**src/rtl/dram_arbiter.sv**
```systemverilog
// dram_arbiter: shares one DRAM request port between the loader (0) and CPU (1), one access in flight, with watchdog abort
module dram_arbiter #(
  parameter int          LOADER_PRIO = 0,
  parameter int          TIMEOUT     = 1024,
  parameter logic [31:0] ABORT_DATA  = 32'hdeadbeef
) (
  input  logic        clk,
  input  logic        rst,
  input  logic        r0_req,
  input  logic [3:0]  r0_we,
  input  logic [31:0] r0_addr,
  input  logic [31:0] r0_wdata,
  output logic        r0_ack,
  output logic [31:0] r0_rdata,
  input  logic        r1_req,
  input  logic [3:0]  r1_we,
  input  logic [31:0] r1_addr,
  input  logic [31:0] r1_wdata,
  output logic        r1_ack,
  output logic [31:0] r1_rdata,
  output logic        m_req,
  output logic [3:0]  m_we,
  output logic [31:0] m_addr,
  output logic [31:0] m_wdata,
  input  logic        m_ack,
  input  logic [31:0] m_rdata,
  output logic        busy,
  output logic        err
);
  localparam int WW = (TIMEOUT < 1) ? 1 : $clog2(TIMEOUT + 1);
  typedef enum logic [1:0] {IDLE, ISSUE, RESP} state_t;
  state_t        r_state;
  logic          r_last;
  logic          r_grant;
  logic [WW-1:0] r_wdog;
  logic          w_tie;
  logic          w_pick;
  logic          w_abort;
  always_comb begin
    w_tie   = r0_req && r1_req;
    w_pick  = r1_req && (!r0_req || (LOADER_PRIO == 0 && !r_last));
    w_abort = (TIMEOUT != 0) && (r_wdog == WW'(TIMEOUT - 1));
  end
  always_ff @(posedge clk) begin
    if (rst) begin
      r_state  <= IDLE;
      r_last   <= 1'b1;
      r_grant  <= 1'b0;
      r_wdog   <= '0;
      m_req    <= 1'b0;
      m_we     <= '0;
      m_addr   <= '0;
      m_wdata  <= '0;
      r0_ack   <= 1'b0;
      r1_ack   <= 1'b0;
      r0_rdata <= '0;
      r1_rdata <= '0;
      busy     <= 1'b0;
      err      <= 1'b0;
    end else begin
      case (r_state)
        IDLE: if (r0_req || r1_req) begin
          r_state <= ISSUE;
          r_grant <= w_pick;
          if (w_tie) r_last <= w_pick;
          r_wdog  <= '0;
          m_req   <= 1'b1;
          busy    <= 1'b1;
          m_we    <= w_pick ? r1_we : r0_we;
          m_addr  <= w_pick ? r1_addr : r0_addr;
          m_wdata <= w_pick ? r1_wdata : r0_wdata;
        end
        ISSUE: if (m_ack || w_abort) begin
          r_state <= RESP;
          m_req   <= 1'b0;
          if (r_grant) r1_rdata <= m_ack ? m_rdata : ABORT_DATA;
          else r0_rdata <= m_ack ? m_rdata : ABORT_DATA;
          r0_ack  <= !r_grant;
          r1_ack  <= r_grant;
          if (!m_ack) err <= 1'b1;
        end else begin
          r_wdog <= r_wdog + WW'(1);
        end
        RESP: begin
          r_state <= IDLE;
          r0_ack  <= 1'b0;
          r1_ack  <= 1'b0;
          busy    <= 1'b0;
        end
        default: r_state <= IDLE;
      endcase
    end
  end
endmodule
```
**config.mk**
```make
export PLATFORM = sky130hd
export DESIGN_NAME = dram_arbiter
export DESIGN_NICKNAME = d
export VERILOG_FILES = /design/src/rtl/dram_arbiter.sv
export SDC_FILE = /design/constraint.sdc
export NUM_CORES = 1
export LEC_CHECK = 0
export CORE_MARGIN = 1.5
export CORE_UTILIZATION = 37
export CTS_CLUSTER_DIAMETER = 150
export DETAILED_ROUTE_END_ITERATION = 6
export HOLD_SLACK_MARGIN = 0.06
export PLACE_DENSITY = 0.77
export SYNTH_ARGS = -nofsm -noshare
export SYNTH_HDL_FRONTEND = slang
export SYNTH_SLANG_ARGS = --single-unit
```
**constraint.sdc**
```tcl
create_clock -name clk -period 1.9 [get_ports clk]
set_input_delay 0.38 -clock clk [delete_from_list [all_inputs] [get_ports clk]]
set_output_delay 0.38 -clock clk [all_outputs]
set_load 0.02 [all_outputs]
```
### M2 wires

The bar under the picture is 50 um long.
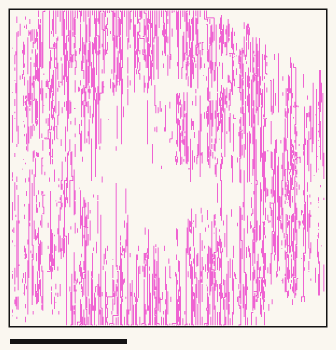
nets with wire on the layer: 1,026
main direction: vertical

### Met3 routing

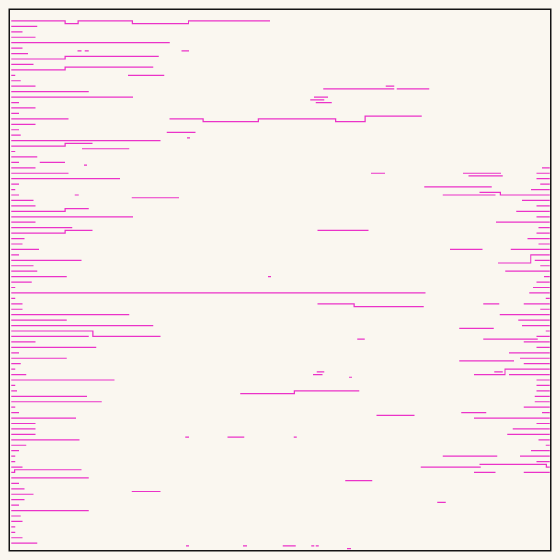
wire length on this layer: 1,820 um
longest straight run: 103 um

### The clock network

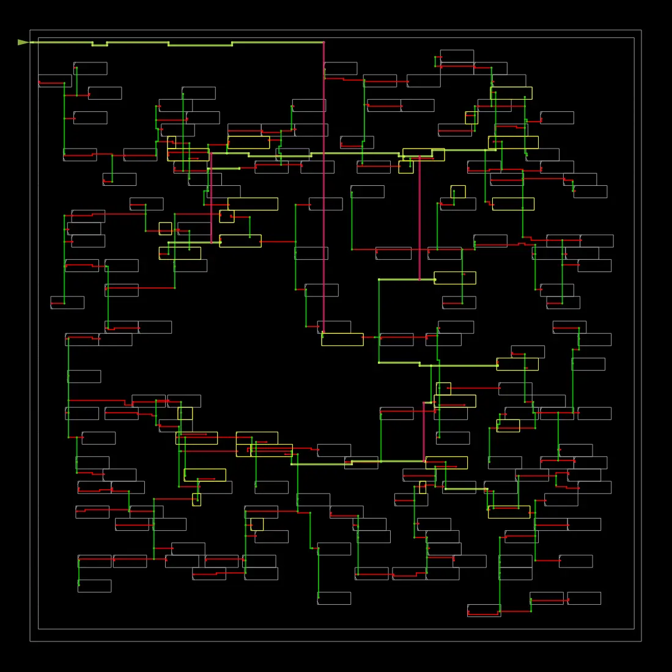
final-layout clock buffer total: 19
FFs & Latches: 152
Clock Skews: 0.00633 ns
P_clk: 3.38 mW

### Metal layers overlaid

The bar under the picture is 50 um long. Only two layers are drawn.
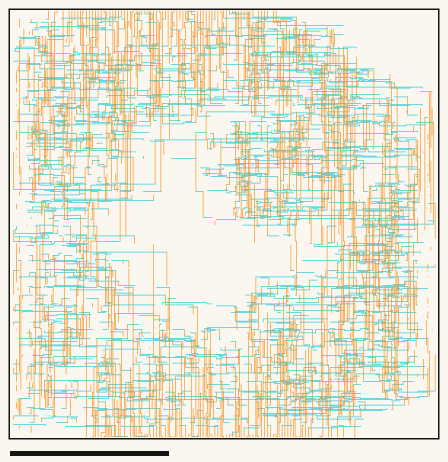
legend:
  cyan:
    layer: metal 1
    wire_length: 8,530 um
  orange:
    layer: metal 2
    wire_length: 10,400 um

### Supply network

The bar under the picture is 50 um long. Pins as bars on the die edge.
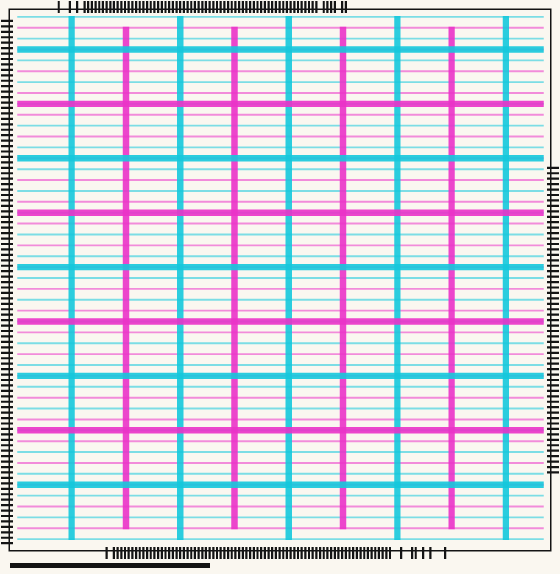
legend:
  magenta:
    net: VDD
  cyan:
    net: VSS
rows: 48
met1 rails: 49
signal pins: 310

==> flow_metrics.env <==
# source this file to load flow results
export IMPL_status="finished clean"
export IMPL_wl_met3_mm=1.82
export IMPL_topRoutingLayerUsed="met4"
export IMPL_cts_resized=3
export IMPL_largest_area_cell="dfxtp_1"
export IMPL_maxPowerGroup="sequential cells"
export IMPL_synth_cells=681
export IMPL_n_tap_cell=225
export IMPL_gr_usage_met2_pct=37.0
export IMPL_setup_worst_path_start="r_wdog[1]$_SDFFE_PP0P_"
export IMPL_finalSetupViolations=0
export IMPL_routedWlPerCell_um=16.9
export IMPL_topCellsByArea="dfxtp_1, a211oi_1, mux2i_1, a21oi_1, nor2_1"
export IMPL_antenna_cells=0
export IMPL_syn_area_per_cell_um2=9.47
export IMPL_p_total_mw=9.13
export IMPL_logic_area_um2=3140
export IMPL_path_clk_slew_ns=0.06
export IMPL_wl_met2_mm=10.4
export IMPL_ys_sh_adder_pct=0.194
export IMPL_xor_area_share_pct=0.272
export IMPL_setup_ws_ns=0.0331
export IMPL_worst_path_largest_cell_delay_ns=0.54
export IMPL_remaining_drc_errors=0
export IMPL_aoi_share_pct=24.6
export IMPL_crit_path_cell_trace="ha_4 > nand2_4 > buf_6 > o41a_4 > nor2_4 > buf_12 > a211oi_1"
export IMPL_fp_nets=855
export IMPL_met1_usage_pct=26.2
export IMPL_grt_pass1_wl_mm=31.8
export IMPL_cts_root_buf="clkbuf_16"
export IMPL_period_used_pct=98.3
export IMPL_ys_flops=152
export IMPL_die_y_um=135
export IMPL_mux_area_share_pct=11.0
export IMPL_placed_area_um2=10100
export IMPL_path_buffers=2
export IMPL_p_seq_mw=3.57
export IMPL_combPwrFrac_pct=23.9
export IMPL_comb_cell_power_mw=2.18
export IMPL_drive_above_1_share_pct=12.7
export IMPL_postCtsSetupBuffers=2
export IMPL_grt_pass1_vias=6067
Power figures rest on the tool's default switching activity, not on a simulated workload.
